File: src/rtl/enc32_5_scanner.sv
// enc32_5_scanner: sequential set-bit encoder. Accepts a WIDTH-bit vector and
// emits the index of every set bit, lowest first, one index per output beat.
//
// Ports:
//   clk, reset_n            clock, asynchronous active-low reset
//   in_valid/in_ready/in_vec    input handshake and vector
//   out_valid/out_ready         output handshake
//   out_idx, out_last           current set-bit index, highest-set-bit marker
//   vec_count                   popcount of the most recently accepted vector
//   zero_flag                   one-cycle pulse when an all-zero vector is accepted
//   busy                        scanning a vector

module enc32_5_scanner #(
  parameter int unsigned WIDTH = 32,
  parameter int unsigned IDX_W = 5
) (
  input  logic             clk,
  input  logic             reset_n,
  input  logic             in_valid,
  output logic             in_ready,
  input  logic [WIDTH-1:0] in_vec,
  output logic             out_valid,
  input  logic             out_ready,
  output logic [IDX_W-1:0] out_idx,
  output logic             out_last,
  output logic [IDX_W:0]   vec_count,
  output logic             zero_flag,
  output logic             busy
);

  localparam int unsigned CNT_W = IDX_W + 1;

  typedef enum logic {
    IDLE = 1'b0,
    SCAN = 1'b1
  } state_e;

  state_e             state_q, state_d;
  logic [WIDTH-1:0]   pending_q, pending_d;
  logic [IDX_W-1:0]   idx_q, idx_d;
  logic               last_q, last_d;
  logic [CNT_W-1:0]   cnt_q, cnt_d;
  logic               zero_q, zero_d;

  logic               accept;
  logic               beat;
  logic [IDX_W-1:0]   in_lsb;
  logic [IDX_W-1:0]   pend_lsb;
  logic [WIDTH-1:0]   in_rest;
  logic [WIDTH-1:0]   pend_rest;
  logic [CNT_W-1:0]   in_cnt;

  // Priority encoder from bit 0 upward; returns 0 for an all-zero vector.
  function automatic logic [IDX_W-1:0] lsb_index(input logic [WIDTH-1:0] v);
    logic [IDX_W-1:0] r;
    r = '0;
    for (int i = WIDTH - 1; i >= 0; i--) begin
      if (v[i]) r = IDX_W'(i);
    end
    return r;
  endfunction

  // Population count of the incoming vector.
  function automatic logic [CNT_W-1:0] popcount(input logic [WIDTH-1:0] v);
    logic [CNT_W-1:0] c;
    c = '0;
    for (int i = 0; i < WIDTH; i++) begin
      c = c + CNT_W'(v[i]);
    end
    return c;
  endfunction

  // Handshake decode; in_ready opens during the final beat so the next
  // vector loads with no bubble.
  assign beat     = (state_q == SCAN) & out_ready;
  assign in_ready = (state_q == IDLE) | (beat & last_q);
  assign accept   = in_valid & in_ready;

  // v & (v - 1) clears the lowest set bit.
  assign in_lsb    = lsb_index(in_vec);
  assign in_rest   = in_vec & (in_vec - WIDTH'(1));
  assign pend_lsb  = lsb_index(pending_q);
  assign pend_rest = pending_q & (pending_q - WIDTH'(1));
  assign in_cnt    = popcount(in_vec);

  // Next-state: accept has priority over the return to IDLE on a final beat.
  always_comb begin
    state_d   = state_q;
    pending_d = pending_q;
    idx_d     = idx_q;
    last_d    = last_q;
    cnt_d     = cnt_q;
    zero_d    = 1'b0;

    if (accept) begin
      cnt_d = in_cnt;
      if (in_vec != '0) begin
        state_d   = SCAN;
        idx_d     = in_lsb;
        pending_d = in_rest;
        last_d    = (in_rest == '0);
      end else begin
        state_d = IDLE;
        zero_d  = 1'b1;
      end
    end else if (beat) begin
      if (!last_q) begin
        idx_d     = pend_lsb;
        pending_d = pend_rest;
        last_d    = (pend_rest == '0);
      end else begin
        state_d = IDLE;
      end
    end
  end

  // State and output registers.
  always_ff @(posedge clk or negedge reset_n) begin
    if (!reset_n) begin
      state_q   <= IDLE;
      pending_q <= '0;
      idx_q     <= '0;
      last_q    <= 1'b0;
      cnt_q     <= '0;
      zero_q    <= 1'b0;
    end else begin
      state_q   <= state_d;
      pending_q <= pending_d;
      idx_q     <= idx_d;
      last_q    <= last_d;
      cnt_q     <= cnt_d;
      zero_q    <= zero_d;
    end
  end

  // out_valid coincides with SCAN: every path into SCAN loads an index.
  assign out_valid = (state_q == SCAN);
  assign busy      = (state_q == SCAN);
  assign out_idx   = idx_q;
  assign out_last  = last_q;
  assign vec_count = cnt_q;
  assign zero_flag = zero_q;

endmodule

File: config.mk
export PLATFORM = sky130hd
export DESIGN_NAME = enc32_5_scanner
export DESIGN_NICKNAME = d
export VERILOG_FILES = /design/src/rtl/enc32_5_scanner.sv
export SDC_FILE = /design/constraint.sdc
export NUM_CORES = 1
export LEC_CHECK = 0
export CORE_MARGIN = 2
export CORE_UTILIZATION = 60
export CTS_CLUSTER_DIAMETER = 30
export DETAILED_ROUTE_END_ITERATION = 8
export GPL_ROUTABILITY_DRIVEN = 0
export HOLD_SLACK_MARGIN = 0.02
export PLACE_DENSITY = 0.95
export SLEW_MARGIN = 10
export SYNTH_ARGS = -nofsm -noshare
export SYNTH_HDL_FRONTEND = slang
export SYNTH_SLANG_ARGS = --single-unit
File: constraint.sdc
create_clock -name clk -period 5.4 [get_ports clk]
set_clock_uncertainty 0.15 [all_clocks]
set_input_delay 1.08 -clock clk [delete_from_list [all_inputs] [get_ports clk]]
set_output_delay 1.08 -clock clk [all_outputs]
set_load 0.02 [all_outputs]
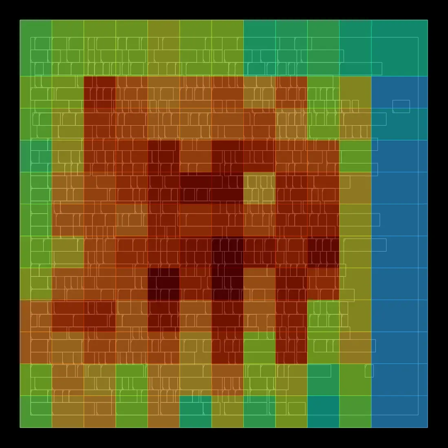
(track usage over the die)
M1 GR Usage: 0.4592
global routing usage on met3: 0.07163
highest-utilization routing layer at the global route stage: met2
GRT Total Usage: 0.3615

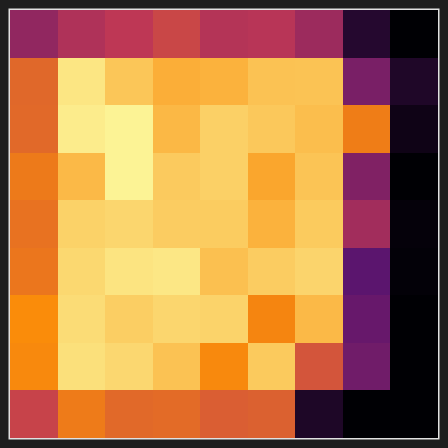
(cell area per tile)
9 x 9 tiles, from black (low) to pale yellow (high), 0 to 100% covered.
- nearly empty tiles: 9.9%
- mean over tiles: 64%
- emptiest ninth of the die: lower right

==> summary.txt <==
Numbers from the implementation run.

For this run, the post-layout net count is 650. The largest share of the power goes to combinational logic. The power spent charging and discharging nets is 1381 uW. The net switching share of the total power is 0.4997.

The number of hold violations in the final report is 0. After synthesis, the share of flip-flops with an asynchronous set or reset is 1.000. Across the run, the number of max-cap violations was 0. At the floorplan stage, the core utilization is reported as 0.6205.

For reference, the top cells by area after synthesis are sky130_fd_sc_hd__dfrtp_1 27%, sky130_fd_sc_hd__fa_1 11%, sky130_fd_sc_hd__o21ai_0 7.9%. The number of cells in Yosys stat is 513. Once layout is complete, the utilization of the core stands at 0.7419. The synthesized netlist has a Yosys-reported chip area of 0.004239 mm^2.

The clock latency on the worst-skew pair is 310 ps. The highest cell delay on the worst timing path is 530 ps. The count of buffer and inverter cells on the critical path is 7.

Per the hold report, the tightest min-delay path originates at vec_count[0]$_DFFE_PN0P_. The number of enable flip-flop cells is 0. Wire segments on met2 add up to 6.377 mm in the final route. The fraction of final cell area spent on non-clock buffers in this run is 0.1444. The number of signal-net inverters in the final layout is 48. Measured on the final layout, the clock distribution area share stands at 0.01629. The sequential power is 753 uW. OpenSTA lists the critical path endpoint as vec_count[4]$_DFFE_PN0P_. The warning tally printed by Yosys for this design is 0. The depth of the worst register-to-register path is 8. The multi-input combinational cells in the finished layout cover a total of 0.002828 mm^2. The biggest slice of the area belongs to multi-input combinational cells.

After synthesis, the largest family of logic cells by area is AND-OR/OR-AND gates. Counting flops and latches in the post-synthesis netlist gives 45. The slew at the pin closest to its max-slew limit is 1010 ps. Of the total standard cell area in the layout, the sequential portion is 0.2222. OpenSTA lists the critical path startpoint as in_vec[25]. The remaining global-route overflow is 0. The total iterations of the first detailed-routing run is 6. Setup repair after global routing could not meet its margin everywhere. The run finished, with violations left. The count of buffers not belonging to the clock network in the layout is 83. Ranked by instance count, the synthesized netlist is headed by 67 x sky130_fd_sc_hd__o21ai_0, 48 x sky130_fd_sc_hd__inv_1, 46 x sky130_fd_sc_hd__nor2_1. Listed in order, past its start point the critical path passes buf_8 -> fa_1 -> fa_1 -> inv_2 -> fa_1 -> inv_2 -> fa_1 -> fa_1 -> inv_2 -> fa_1 -> inv_1 -> ha_2 -> inv_2 -> fa_2 -> inv_2 -> a21o_1 -> a21oi_2 -> xor2_1 -> o21ai_1. The worst setup slack after placement is -786.1 ps. The post-synthesis instance total is 513. The total setup violations reported at the end of the flow is 1. The post-CTS setup buffer count is 0. Excluding fillers, the count of instances in the completed layout stands at 678. The share of total power dissipated in the clock network is 0.079. The worst hold path stage count is 2. Static timing analysis puts the maximum clock frequency at 182.5 MHz.

The detailed placement HPWL is 10.22 mm. In this run the cell area measured after placement is 0.004980 mm^2. Per the synthesis report, the adder-cell share of the synthesized area is 0.1446. The cell-mix breakdown from Yosys lists the compound-gate area share as 0.2919. The design received a total of 96 well taps at floorplan. The endpoint of the lowest-slack register-to-register path is out_last$_DFFE_PN0P_. The design has 45 sequential cells. The checks that failed: negative setup slack. The class of the worst hold path is reg2reg.

The number of hold buffers added after CTS was 0. For the completed layout, the total cell area is recorded as 0.005069 mm^2. The number of cells after detailed placement is 669. The detailed router's first-iteration violation count is 875.

According to the timing report, the arrival time at the worst endpoint equals 5570 ps. The layout overhead on the synthesized area is 19.57%. The maximum number of pins on one net before global-route repair is 46. After detailed routing, no signal wire sits above met4. The layout has 6 clock buffers. The biggest area contributor in the post-synthesis netlist is sky130_fd_sc_hd__dfrtp_1.

Per the cell usage report, the commonest logic cells after layout are 65 x sky130_fd_sc_hd__o21ai_0, 46 x sky130_fd_sc_hd__nor2_1, 45 x sky130_fd_sc_hd__dfrtp_1, 42 x sky130_fd_sc_hd__inv_1, 41 x sky130_fd_sc_hd__nand2_1. STA shows the worst min-delay path finishing at vec_count[0]$_DFFE_PN0P_. Hold timing on the final database bottoms out at a slack of 334.4 ps. The slack of the critical path is -80.92 ps. The combinational share of cell area is 0.5579. The clock group power is 217 uW. The I/O pin count is 52. The number of clock buffers added by TritonCTS is 5. The routed layout reports a DRC error count of 0.
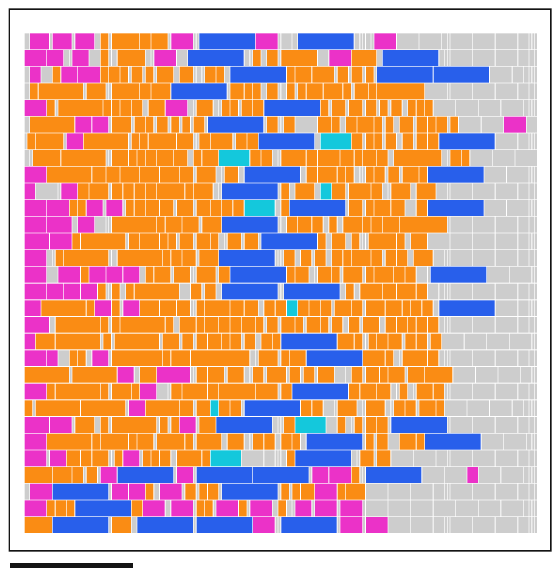
(cells coloured by class)
The bar under the picture is 20 um long. Fill, decap, tap and diode cells in grey.
- blue: registers (cells 45)
- magenta: remaining buffers and delay cells (cells 83)
- cyan: clock drivers and dummy loads (cells 8)
- orange: remaining logic cells (cells 446)

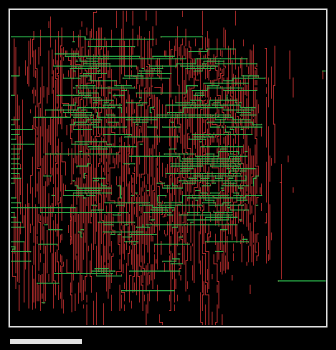
(wiring by layer)
The bar under the picture is 20 um long. Two of the layers only.
- green: M3 (wire length 1660 um)
- red: M2 (wire length 6380 um)

Power and IR drop assume default switching activity.
